run_1/clock_wires.png
(4 px per um)
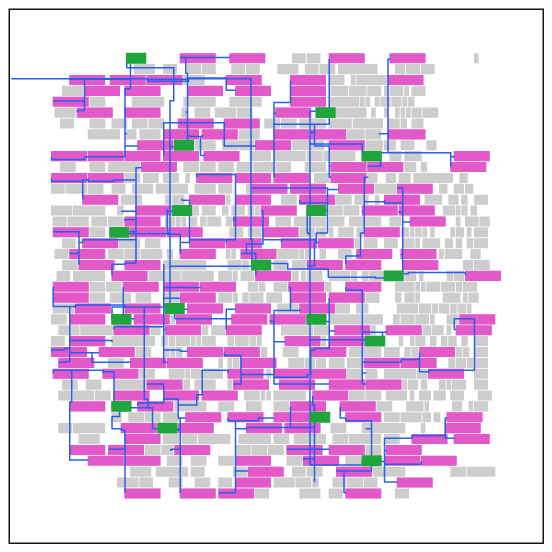
run_1/gates.png
(2 px per um)
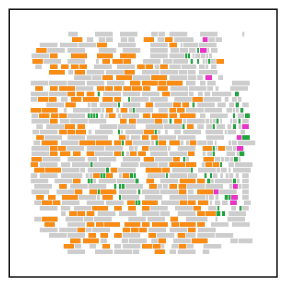
run_1/m3.png
(4 px per um)
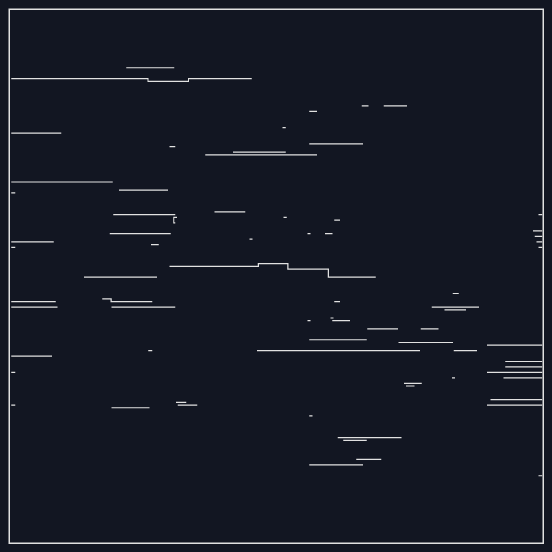
<file path="src/rtl/uart_dbg_pkg.sv">
// uart_dbg_pkg: shared ASCII constants, emitter states and nibble-to-hex helper
package uart_dbg_pkg;
  localparam logic [7:0] ASCII_CR = 8'h0D;
  localparam logic [7:0] ASCII_LF = 8'h0A;
  typedef enum logic {IDLE, EMIT} state_e;
  function automatic logic [7:0] hex_ascii(input logic [3:0] n);
    return n < 4'd10 ? 8'h30 + {4'h0, n} : 8'h37 + {4'h0, n};
  endfunction
endpackage

</file>
<file path="src/rtl/dbg_word_fifo.sv">
// dbg_word_fifo: synchronous FIFO with wrap-bit pointers; push is refused when full, pop ignored when empty
module dbg_word_fifo #(
  parameter int WIDTH = 32,
  parameter int DEPTH = 4
) (
  input  logic             clk,
  input  logic             rst_n,
  input  logic             push,
  input  logic [WIDTH-1:0] wr_data,
  input  logic             pop,
  output logic [WIDTH-1:0] rd_data,
  output logic             full,
  output logic             empty
);
  localparam int AW = $clog2(DEPTH);
  logic [WIDTH-1:0] mem_q [DEPTH];
  logic [WIDTH-1:0] mem_d [DEPTH];
  logic [AW:0] wr_ptr_q, wr_ptr_d, rd_ptr_q, rd_ptr_d;
  logic do_push, do_pop;
  assign empty = wr_ptr_q == rd_ptr_q;
  assign full = (wr_ptr_q[AW] != rd_ptr_q[AW]) && (wr_ptr_q[AW-1:0] == rd_ptr_q[AW-1:0]);
  assign do_push = push && !full;
  assign do_pop = pop && !empty;
  assign rd_data = mem_q[rd_ptr_q[AW-1:0]];
  always_comb begin
    mem_d = mem_q;
    if (do_push) mem_d[wr_ptr_q[AW-1:0]] = wr_data;
    wr_ptr_d = do_push ? wr_ptr_q + (AW+1)'(1) : wr_ptr_q;
    rd_ptr_d = do_pop ? rd_ptr_q + (AW+1)'(1) : rd_ptr_q;
  end
  always_ff @(posedge clk or negedge rst_n) begin
    if (!rst_n) begin
      mem_q <= '{default: '0};
      wr_ptr_q <= '0;
      rd_ptr_q <= '0;
    end else begin
      mem_q <= mem_d;
      wr_ptr_q <= wr_ptr_d;
      rd_ptr_q <= rd_ptr_d;
    end
  end
endmodule

</file>
<file path="src/rtl/uart_hex_formatter.sv">
// uart_hex_formatter: buffers 32-bit debug words and streams them as uppercase hex ASCII (optional CR LF) over valid/ready
module uart_hex_formatter
  import uart_dbg_pkg::*;
#(
  parameter int FIFO_DEPTH  = 4,
  parameter bit APPEND_CRLF = 1'b1
) (
  input  logic        clk,
  input  logic        rst_n,
  input  logic        word_valid,
  input  logic [31:0] word_data,
  output logic        word_ready,
  output logic        byte_valid,
  output logic [7:0]  byte_data,
  input  logic        byte_ready,
  output logic        busy,
  output logic        overflow
);
  localparam logic [3:0] LAST = APPEND_CRLF ? 4'd9 : 4'd7;
  logic pop, full, empty;
  logic [31:0] head, shift_q, shift_d, shift_n;
  logic [3:0] idx_q, idx_d, idx_n;
  state_e state_q, state_d;
  logic byte_valid_q, byte_valid_d, overflow_q, overflow_d;
  logic [7:0] byte_data_q, byte_data_d;
  dbg_word_fifo #(.WIDTH(32), .DEPTH(FIFO_DEPTH)) u_fifo (
    .clk(clk),
    .rst_n(rst_n),
    .push(word_valid),
    .wr_data(word_data),
    .pop(pop),
    .rd_data(head),
    .full(full),
    .empty(empty)
  );
  assign word_ready = !full;
  assign byte_valid = byte_valid_q;
  assign byte_data = byte_data_q;
  assign overflow = overflow_q;
  assign busy = !empty || (state_q == EMIT);
  always_comb begin
    state_d = state_q;
    shift_d = shift_q;
    idx_d = idx_q;
    byte_valid_d = byte_valid_q;
    byte_data_d = byte_data_q;
    pop = 1'b0;
    overflow_d = overflow_q || (word_valid && full);
    idx_n = idx_q + 4'd1;
    shift_n = idx_q < 4'd8 ? shift_q << 4 : shift_q;
    if (state_q == IDLE && !empty) begin
      pop = 1'b1;
      state_d = EMIT;
      shift_d = head;
      idx_d = '0;
      byte_valid_d = 1'b1;
      byte_data_d = hex_ascii(head[31:28]);
    end else if (state_q == EMIT && byte_ready) begin
      if (idx_q == LAST) begin
        state_d = IDLE;
        byte_valid_d = 1'b0;
      end else begin
        idx_d = idx_n;
        shift_d = shift_n;
        byte_data_d = idx_n == 4'd8 ? ASCII_CR : idx_n == 4'd9 ? ASCII_LF : hex_ascii(shift_n[31:28]);
      end
    end
  end
  always_ff @(posedge clk or negedge rst_n) begin
    if (!rst_n) begin
      state_q <= IDLE;
      shift_q <= '0;
      idx_q <= '0;
      byte_valid_q <= 1'b0;
      byte_data_q <= 8'h00;
      overflow_q <= 1'b0;
    end else begin
      state_q <= state_d;
      shift_q <= shift_d;
      idx_q <= idx_d;
      byte_valid_q <= byte_valid_d;
      byte_data_q <= byte_data_d;
      overflow_q <= overflow_d;
    end
  end
endmodule

</file>
<file path="config.mk">
export PLATFORM = sky130hd
export DESIGN_NAME = uart_hex_formatter
export DESIGN_NICKNAME = d
export VERILOG_FILES = /design/src/rtl/uart_dbg_pkg.sv /design/src/rtl/dbg_word_fifo.sv /design/src/rtl/uart_hex_formatter.sv
export SDC_FILE = /design/constraint.sdc
export NUM_CORES = 1
export LEC_CHECK = 0
export CORE_MARGIN = 10
export CORE_UTILIZATION = 67
export CTS_BUF_LIST = sky130_fd_sc_hd__clkbuf_8
export CTS_CLUSTER_DIAMETER = 40
export DETAILED_ROUTE_END_ITERATION = 8
export PLACE_DENSITY = 0.88
export SKIP_LAST_GASP = 1
export SYNTH_ARGS = -nofsm -noshare
export SYNTH_HDL_FRONTEND = slang
export SYNTH_HIERARCHICAL = 1
export SYNTH_SLANG_ARGS = --single-unit
</file>
<file path="constraint.sdc">
create_clock -name clk -period 4.65 [get_ports clk]
set_input_delay 0.6975 -clock clk [delete_from_list [all_inputs] [get_ports clk]]
set_output_delay 0.6975 -clock clk [all_outputs]
set_load 0.02 [all_outputs]
</file>
==> flow_metrics.py, run 1 <==
# Physical implementation metrics
metrics = {
    "final_timing": {
        "rsz0062_at_grt": "false",
        "timing.hold.ws_ns": 0.326,
        "slew_headroom_pct": 36.3,
        "finalSetupViolCount": 0,
        "fin_crit_ns": 3.33,
        "slew_violations": 0,
        "max_freq_mhz": 300,
        "finalCritPeriodShare_pct": 71.7,
        "fin_tns_setup_ns": 0,
        "finalHoldViolations": 0,
        "layout_setup_ws_ns": 1.32,
        "worst_slew_pin_slew_ns": 0.955,
    },
    "global_routing": {
        "grtUsageTotal_pct": 19.6,
        "antenna_found_initial": 0,
        "overflow": 0,
        "grt_pass1_wl_um": 28000,
        "grt_pass1_vias": 5447,
        "grt_max_degree": 180,
    },
    "floorplanning": {
        "core_util_floorplan_pct": 68.2,
        "dieArea_um2": 17700,
        "std_cell_rows": 41,
        "pin_count": 48,
        "coreArea_um2": 12600,
        "die_w_um": 133,
        "dieHeight_um": 133,
    },
    "yosys": {
        "ys_sh_xor_pct": 1.75,
        "numSynthFlops": 179,
        "synth.mux.area_fraction_pct": 30.6,
        "synthFlopType": "dfrtp_1",
        "synth_area_per_cell_um2": 14.3,
        "yosys_warnings": 6,
        "netlist_area_um2": 8570,
        "synth_cells": 598,
        "async_flop_share_pct": 100,
        "edf_count": 0,
        "postSynthSeqShare_pct": 52.3,
        "ys_top_cells_by_count": "dfrtp_1, mux2_2, nand2_1",
        "synthMostInstantiatedCell": "dfrtp_1",
        "ys_cells": 598,
        "top_cell_area_share_pct": 52.3,
        "fa_ha_area_share_pct": 1.46,
        "ys_types": 53,
        "simple_gate_area_share_pct": 4.72,
        "yosys_area_um2": 8570,
        "aoi_share_pct": 5.81,
        "post-synth-top-area-cell": "dfrtp_1",
        "fp_nets": 644,
        "ys_top_logic_family": "multiplexers",
        "area_leaders": "dfrtp_1, mux2_2, mux4_2",
    },
    "clock_network": {
        "clk_pin_slew_ns": 0.09,
        "ctsResizeCount": 0,
        "cts_setup_buffers": 0,
        "postCtsHoldBufs": 0,
        "clock_path_buffers": 2,
        "cts_buffers": 17,
        "cts_tree": "yes",
        "clock-root-buffer": "clkbuf_8",
        "cts_sinks": 179,
        "clk_latency_ns": 0.47,
        "cts_htree_levels": 4,
    },
    "setup_path": {
        "crit_arrival_ns": 2.64,
        "slowest_delay_ns": 0.54,
        "critPathBufInv": 3,
        "setup.worst_path.end_class": "output port",
        "path_cells": "buf_4, xnor2_2, nand2_1, nor2_1, inv_1, clkdlybuf4s50_1",
        "worst_path_max_delay_cell": "xnor2_2",
        "reg2reg_to": "u_fifo/mem_q[51]",
        "worst_r2r_path_depth": 5,
        "critical_path_required_ns": 3.95,
        "path_depth": 6,
        "r2r-start": "u_fifo/rd_ptr_q[1]",
        "rrSetupSlack_ns": 1.78,
        "cpLargestDelayFamily": "buffers and inverters",
        "crit_type": "flop to output port",
        "startpoint_type": "flop",
        "crit_fanout": 35,
        "cp-startpoint": "u_fifo/rd_ptr_q[1]",
        "endpoint": "word_ready",
    },
    "final_layout": {
        "layout-drive-gt1-share_pct": 33.6,
        "final_area_um2": 9490,
        "final_nets": 682,
        "num-fill-cells": 785,
        "syn2layout_area_growth_pct": 10.8,
        "final_util_pct": 75.5,
        "diodes": 0,
    },
    "place": {
        "gp_congestion": 0.796,
        "place_hpwl_um": 10500,
        "place_ws_ns": 1.53,
        "post-place-cells": 789,
        "io_buffers": 46,
        "placed_area_um2": 9080,
    },
    "detailed_routing": {
        "ant_nets": 0,
        "drt_pass1_iterations": 4,
        "drt_iter0_markers": 377,
        "drc": 0,
        "wl_per_cell_um": 20.0,
        "vias_per_cell": 6.02,
    },
    "pwr": {
        "power_density_nw_per_um2": 693,
        "p_seq_share_pct": 42.1,
        "p_leak_nw": 4.03,
        "p_sw_share_pct": 33.7,
        "switching_power_w": 0.00222,
        "p_comb_share_pct": 41.1,
        "internal_power_w": 0.00436,
        "power_w": 0.00658,
        "ir_drop_uv": 424,
    },
    "worst_hold_path": {
        "hold_class": "input port to asynchronous set/reset pin",
    },
    "outcome": {
        "status": "complete, no violations",
    },
    "flow_run": {
        "warnings": 33,
        "max_cap_viol_count": 0,
    },
}
Notes on clock_wires.png above:
[green] clock-net drivers | count: 17
[magenta] flip-flops | count: 179
[blue] clock wires | length: 1870 um
routed clock nets: 18
share of total power in the clock network: 16.8%
clock skew: 0.0112 ns
Clk power: 0.00110 W

Notes on gates.png above:
| colour | family | cells |
|---|---|---|
| magenta | non-inverting ao/oa cells | 10 |
| orange | mux cells | 191 |
| green | nand cells | 67 |
fin cells: 821
Comb area share: 40.1%
dominant logic cell type in the layout: dfrtp_1

Notes on m3.png above:
main direction: horizontal
share of all routed wire: 3.9%
met3 Usage GRT: 4.32%
routed vias: 4943
WL final: 16500 um

[run 1: state kept, by name, indices dropped and copies added (netlist names)]
register	cells
byte_data	7
byte_valid	1
idx_q	4
overflow	1
shift_q	32
u_fifo/mem_q	128
u_fifo/rd_ptr_q	3
u_fifo/wr_ptr_q	3
[run 1: layer usage]
| metal | up-vias | global-route usage, % | share of wire (%) |
|---|---|---|---|
| li1 | 2246 | - | - |
| met1 | 2563 | 24.1 | 42 |
| met2 | 106 | 33.0 | 52 |
| met3 | 28 | 4.32 | 3.9 |
| met4 | 0 | 7.80 | 2.0 |
| met5 | - | 0 | 0 |
[run 1: cell type report]
class	count	area (um^2)	share of cell area [%]
multi-input combinational	373	3800	40.1
tap	172	215	2.27
clock inverter	15	180	1.90
clock buffer	17	234	2.46
timing repair buffer	55	542	5.71
inverter	10	37.5	0.395
sequential	179	4480	47.2
[run 1: cells in the final DEF, fill, tap and decap left out, types with 3 or more instances in the layout]
cell type / instances
o21ai_0: 33
a31oi_4: 4
mux2_4: 38
bufinv_16: 3
nor2_1: 10
buf_4: 8
inv_1: 9
ha_1: 10
mux2i_1: 27
o21a_1: 3
nand2b_1: 3
a21oi_1: 8
clkbuf_8: 17
nand2_1: 50
clkinvlp_4: 5
nor3_1: 3
xnor2_1: 5
mux2_2: 93
mux4_2: 32
o31ai_1: 4
inv_6: 3
xor2_1: 4
nand3_1: 11
dfrtp_1: 178
clkinv_2: 3
clkdlybuf4s50_1: 45
[run 1: power groups by stage]
stage / logic, W / clock network, W / registers, W
final: 0.00270 / 0.00110 / 0.00277
after global routing: 0.00292 / 0.00120 / 0.00287
after CTS: 0.00273 / 0.00112 / 0.00277
after detailed placement: 0.00270 / 0 / 0.00279
after global placement: 0.00260 / 0 / 0.00272
after floorplan: 0.00223 / 0 / 0.00264
run_1/clock_nets.png
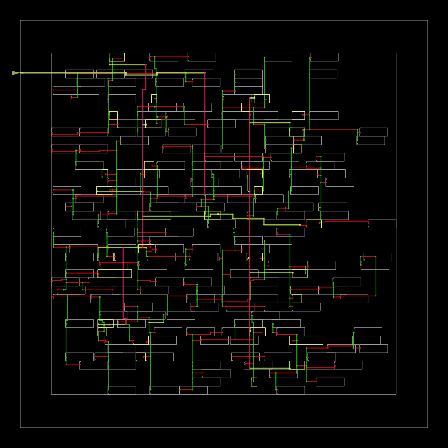

--- run 2 (diff from run 1) ---
--- a/config.mk
+++ b/config.mk
@@ -6,11 +6,11 @@
 export NUM_CORES = 1
 export LEC_CHECK = 0
 export CORE_MARGIN = 10
-export CORE_UTILIZATION = 67
+export CORE_UTILIZATION = 56
 export CTS_BUF_LIST = sky130_fd_sc_hd__clkbuf_8
 export CTS_CLUSTER_DIAMETER = 40
 export DETAILED_ROUTE_END_ITERATION = 8
-export PLACE_DENSITY = 0.88
+export PLACE_DENSITY = 0.78
 export SKIP_LAST_GASP = 1
 export SYNTH_ARGS = -nofsm -noshare
 export SYNTH_HDL_FRONTEND = slang
==> constraint.sdc (replaced) <==
create_clock -name clk -period 2.8 [get_ports clk]
set_input_delay 0.42 -clock clk [delete_from_list [all_inputs] [get_ports clk]]
set_output_delay 0.42 -clock clk [all_outputs]
set_load 0.02 [all_outputs]
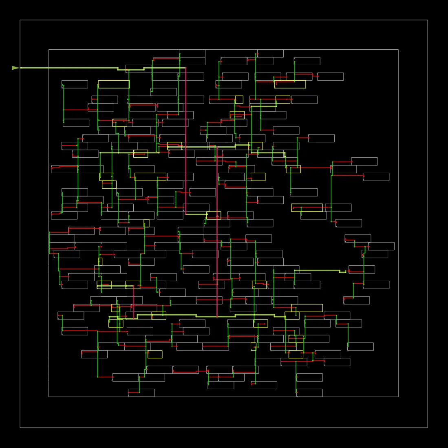
run_2/clock_nets.png
clkbuf count: 21
clock skew: 0.0103 ns
clk_lat worst skew: 0.44 ns

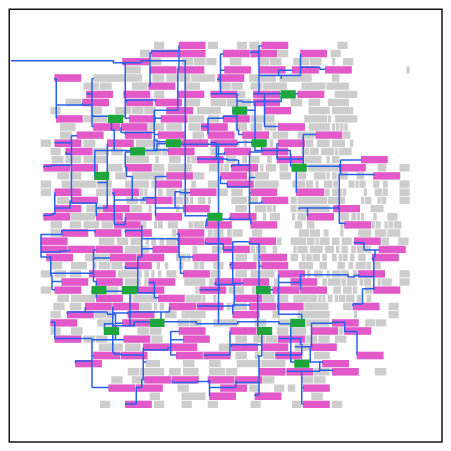
run_2/clock_wires.png
(3 px per um)
[green] clock-net drivers | count: 17
[blue] clock wires | length: 1960 um
[magenta] flip-flops | count: 179
routed clock nets: 18
Clk power: 0.00203 W
share of total power in the clock network: 18.1%

==> flow_metrics.py, run 2 <==
# Physical implementation metrics
metrics = {
    "setup_path": {
        "worst_r2r_path_depth": 7,
        "critical_path_required_ns": 2.38,
        "crit_type": "flop to output port",
        "startpoint_type": "flop",
        "crit_arrival_ns": 2.16,
        "rrSetupSlack_ns": 0.52,
        "worst_path_max_delay_cell": "clkdlybuf4s50_1",
        "setup.worst_path.end_class": "output port",
        "path_cells": "xor2_2, nor3_1, nand2b_1, clkdlybuf4s50_1",
        "cpLargestDelayFamily": "buffers and inverters",
    },
    "final_timing": {
        "fin_tns_setup_ns": 0,
        "timing.hold.ws_ns": -0.0168,
        "finalHoldViolations": 3,
        "fin_crit_ns": 2.58,
        "worst_slew_pin_slew_ns": 0.805,
        "max_freq_mhz": 388,
        "slew_violations": 0,
        "finalCritPeriodShare_pct": 92.1,
        "slew_headroom_pct": 46.3,
    },
    "clock_network": {
        "clk_pin_slew_ns": 0.09,
        "cts_htree_levels": 4,
        "cts_buffers": 17,
        "cts_sinks": 179,
    },
    "detailed_routing": {
        "wl_per_cell_um": 20.0,
        "drc": 0,
        "drt_pass1_iterations": 4,
        "vias": 5035,
        "ant_nets": 0,
    },
    "yosys": {
        "area_leaders": "dfrtp_1, mux2_2, mux4_2",
        "synthMostInstantiatedCell": "dfrtp_1",
        "fp_nets": 644,
        "yosys_area_um2": 8570,
        "async_flop_share_pct": 100,
        "ys_cells": 598,
        "ys_top_cells_by_count": "dfrtp_1, mux2_2, nand2_1",
        "numSynthFlops": 179,
        "top_cell_area_share_pct": 52.3,
        "synthFlopType": "dfrtp_1",
        "yosys_warnings": 6,
        "edf_count": 0,
        "postSynthSeqShare_pct": 52.3,
        "synth_area_per_cell_um2": 14.3,
        "post-synth-top-area-cell": "dfrtp_1",
        "synth_cells": 598,
    },
    "outcome": {
        "status": "complete, but fails checks",
        "failed_checks": "negative hold slack",
    },
    "floorplanning": {
        "core_util_floorplan_pct": 56.8,
        "coreArea_um2": 15100,
        "std_cell_rows": 45,
        "nWellTaps": 188,
    },
    "flow_run": {
        "warnings": 31,
        "max_cap_viol_count": 0,
    },
    "pwr": {
        "power_density_nw_per_um2": 1160,
        "ir_drop_uv": 531,
        "internal_power_w": 0.00759,
        "power_w": 0.0112,
        "switching_power_w": 0.00363,
    },
    "final_layout": {
        "top_register": "u_fifo/mem_q",
        "final_nets": 690,
        "logic_area_um2": 3820,
        "clk_share_pct": 4.83,
        "ff_count": 179,
        "num-fill-cells": 1084,
        "final_util_pct": 64.2,
        "layout.nonclk_buf_share_pct": 6.73,
        "nNonClkInverters": 10,
        "fin_cells": 844,
        "flop_area_um2": 4480,
        "comb_share_pct": 39.4,
        "lay_top_count": "dfrtp_1",
        "buffers_excl_clock": 63,
        "syn2layout_area_growth_pct": 13.1,
    },
    "global_routing": {
        "antenna_found_initial": 0,
        "grt_max_degree": 77,
    },
    "worst_hold_path": {
        "hold_class": "input port to asynchronous set/reset pin",
    },
    "place": {
        "placed_area_um2": 9200,
        "io_buffers": 46,
    },
}
## run 2: cells by family (layout without fill, tap and decap cells)
family	count (synthesis)	after routing	share of synthesized area [%]
muxes	191	191	30.6
DFF	179	179	52.3
and+or+nand+nor	89	89	4.72
AOI/OAI and AO/OA	70	70	5.81
buffers and inverters	46	104	3.36
xor gates and xnor gates	12	12	1.75
adders and majority gates	10	10	1.46
other	1	1	0.0438
## run 2: worst max-delay path by stage
stage | cells past startpoint | endpoint | start
finish | 4 | busy | u_fifo/rd_ptr_q[0]
global route | 6 | word_ready | u_fifo/wr_ptr_q[1]
CTS | 5 | word_ready | u_fifo/rd_ptr_q[2]
detailed placement | 5 | word_ready | u_fifo/rd_ptr_q[2]
global placement | 5 | word_ready | u_fifo/rd_ptr_q[2]
floorplan | 9 | u_fifo/rd_ptr_q[1] | u_fifo/rd_ptr_q[0]
## run 2: repair_timing
item                                    in CTS  in global routing
resized                                      0                  2
endpoints found under the setup margin       0                  2
setup buffers                                0                  1
hold buffers                                 0                  0
## run 2: power by group through the flow
stage	sequential, W	clock (W)	combinational [W]
final	0.00463	0.00203	0.00457
after global routing	0.00479	0.00217	0.00495
after CTS	0.00462	0.00206	0.00460
after detailed placement	0.00467	0	0.00458
after global placement	0.00455	0	0.00442
after floorplan	0.00439	0	0.00370
## run 2: per-layer routing
| layer | wire length [um] | global-route usage, % | part of all wire [%] | vias up |
|---|---|---|---|---|
| met2 | 8710 | 29.1 | 52 | 110 |
| met4 | 339 | 6.45 | 2.0 | 0 |
| met3 | 627 | 3.50 | 3.7 | 25 |
| li1 | - | - | - | 2254 |
| met1 | 7220 | 21.8 | 43 | 2646 |
| met5 | 0 | 0 | 0 | - |
run_2/m3.png
(3 px per um)
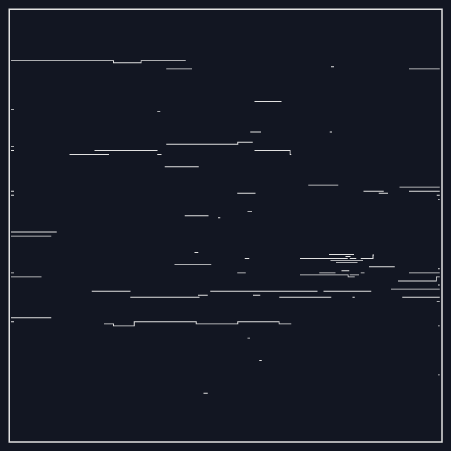

--- run 3 (diff from run 2) ---
--- a/config.mk
+++ b/config.mk
@@ -10,6 +10,7 @@
 export CTS_BUF_LIST = sky130_fd_sc_hd__clkbuf_8
 export CTS_CLUSTER_DIAMETER = 40
 export DETAILED_ROUTE_END_ITERATION = 8
+export GPL_TIMING_DRIVEN = 0
 export PLACE_DENSITY = 0.78
 export SKIP_LAST_GASP = 1
 export SYNTH_ARGS = -nofsm -noshare
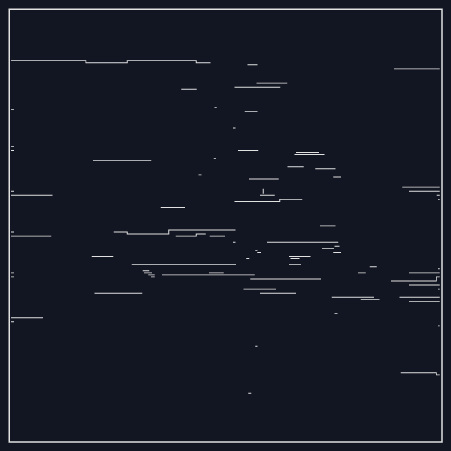
run_3/m3.png
(3 px per um)
nets with wire on the layer: 61
wire length on this layer: 642 um
share of all routed wire: 3.6%
WL final: 17900 um
routed vias: 5177

==> flow_metrics.py, run 3 <==
# Physical implementation metrics
metrics = {
    "detailed_routing": {
        "met1_length_um": 7960,
        "drt_iter0_markers": 428,
        "wl_met2_um": 8860,
        "drc": 0,
        "vias_per_cell": 5.97,
        "ant_nets": 0,
        "top_layer_used": "met4",
    },
    "yosys": {
        "async_flop_share_pct": 100,
        "top_cell_area_share_pct": 52.3,
        "yosys_warnings": 6,
        "ys_top_cells_by_count": "dfrtp_1, mux2_2, nand2_1",
        "synthMostInstantiatedCell": "dfrtp_1",
        "ys_top_logic_family": "multiplexers",
        "yosys_area_um2": 8570,
        "area_leaders": "dfrtp_1, mux2_2, mux4_2",
        "aoi_share_pct": 5.81,
        "post-synth-top-area-cell": "dfrtp_1",
        "numSynthFlops": 179,
        "ys_types": 53,
        "netlist_area_um2": 8570,
        "ys_sh_xor_pct": 1.75,
        "synth_cells": 598,
        "fa_ha_area_share_pct": 1.46,
        "synth_area_per_cell_um2": 14.3,
        "synthFlopType": "dfrtp_1",
        "edf_count": 0,
        "simple_gate_area_share_pct": 4.72,
    },
    "setup_path": {
        "r2r-start": "u_fifo/rd_ptr_q[1]",
        "startpoint_type": "flop",
        "setup.worst_path.end_class": "output port",
        "path_cells": "clkbuf_4, xor2_2, nor3_1, nand2b_1, clkdlybuf4s50_1",
        "critical_path_required_ns": 2.38,
        "crit_arrival_ns": 2.25,
        "critPathBufInv": 2,
        "cpLargestDelayFamily": "buffers and inverters",
        "crit_type": "flop to output port",
    },
    "clock_network": {
        "clk_pin_slew_ns": 0.09,
        "cts_buffers": 17,
        "clk_latency_ns": 0.45,
        "clock_path_buffers": 2,
        "cts_htree_levels": 4,
        "cts_tree": "yes",
        "clock-root-buffer": "clkbuf_8",
    },
    "global_routing": {
        "overflow": 0,
        "antenna_found_initial": 0,
        "grt_max_degree": 136,
    },
    "floorplanning": {
        "coreArea_um2": 15100,
        "std_cell_rows": 45,
        "die_w_um": 144,
        "dieHeight_um": 144,
        "dieArea_um2": 20700,
    },
    "final_layout": {
        "largest_reg_flops": 128,
        "diodes": 0,
        "lay_top_count": "dfrtp_1",
        "syn2layout_area_growth_pct": 13.4,
        "final_nets": 713,
        "final_cell_mix": "dfrtp_1, mux2_2, nand2_1",
        "top_register": "u_fifo/mem_q",
        "layout-drive-gt1-share_pct": 34.3,
        "final_area_um2": 9720,
    },
    "flow_run": {
        "max_cap_viol_count": 0,
        "warnings": 34,
    },
    "final_timing": {
        "finalCritPeriodShare_pct": 95.4,
        "finalHoldViolations": 0,
        "timing.hold.ws_ns": 0.442,
        "slew_headroom_pct": 53.1,
        "skew_ns": 0.0139,
        "slew_violations": 0,
        "rsz0062_at_grt": "true",
        "finalSetupViolCount": 0,
        "layout_setup_ws_ns": 0.128,
        "worst_slew_pin_slew_ns": 0.703,
        "max_freq_mhz": 374,
    },
    "place": {
        "place_hpwl_um": 12400,
        "post-place-cells": 833,
        "placed_area_um2": 9300,
        "place_ws_ns": -0.270,
    },
    "outcome": {
        "status": "complete, no violations",
    },
    "pwr": {
        "switching_power_w": 0.00370,
        "power_w": 0.0110,
        "p_comb_w": 0.00481,
        "pwr-share-clk_pct": 14.7,
        "p_leak_nw": 4.16,
        "top_power_group": "combinational cells",
        "p_seq_share_pct": 41.6,
        "p_sw_share_pct": 33.7,
        "power_density_nw_per_um2": 1130,
        "p_seq_w": 0.00457,
    },
    "worst_hold_path": {
        "hold_class": "input port to asynchronous set/reset pin",
    },
}
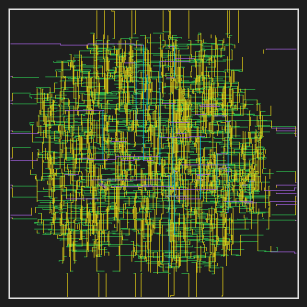
run_3/layers.png
(2 px per um)
| colour | layer | wire length |
|---|---|---|
| cyan | M4 | 419 um |
| yellow | M2 | 8860 um |
| purple | M3 | 642 um |
| green | M1 | 7960 um |
WL/cell: 20.6 um
GRT Total Usage: 18.7%

run 3: repair_timing:
item / 4_1_cts / 5_1_grt
buffers inserted: 1 / 1
pin swaps: 2 / 1
endpoints found under the hold margin: 44 / 0
resized: 4 / 3
hold buffers: 1 / 0
setup endpoints to repair: 5 / 4
run 3: cell type report:
class / instances / area (um^2) / share of cell area [%]
clock buffers: 24 / 330 / 3.40
repair buffers: 50 / 518 / 5.33
inverters: 10 / 37.5 / 0.386
clock inverters: 7 / 31.3 / 0.322
plain buffers: 36 / 256 / 2.64
multi-input cells: 373 / 3830 / 39.4
flip-flops and latches: 179 / 4480 / 46.1
well taps: 188 / 235 / 2.42
run 3: worst max-delay path by stage:
stage | startpoint | endpoint | slack [ns] | depth (start not counted)
6_report | u_fifo/rd_ptr_q[1] | busy | 0.13 | 5
5_1_grt | u_fifo/rd_ptr_q[1] | u_fifo/rd_ptr_q[1] | -0.008 | 9
4_1_cts | u_fifo/wr_ptr_q[2] | word_ready | 0.005 | 5
3_5_place_dp | u_fifo/rd_ptr_q[1] | u_fifo/rd_ptr_q[2] | -0.27 | 9
3_3_place_gp | rst_n | u_fifo/mem_q[11] | -5.52 | 1
2_1_floorplan | u_fifo/rd_ptr_q[0] | u_fifo/rd_ptr_q[1] | 0.49 | 9
run 3: kinds of logic (layout without fill, tap and decap cells):
| kind of cell | count (synthesis) | in the layout |
|---|---|---|
| other cells | 1 | 1 |
| mux | 191 | 191 |
| fa+ha+maj | 10 | 10 |
| simple gates | 89 | 89 |
| xor+xnor | 12 | 12 |
| compound gates | 70 | 70 |
| buf+inv | 46 | 127 |
| flops | 179 | 179 |
run 3: metal layers:
layer	vias up	track usage, %
li1	2312	-
met1	2715	24.1
met2	120	30.1
met3	30	3.76
met4	0	8.06
met5	-	0
Power figures rest on the tool's default switching activity, not on a simulated workload.
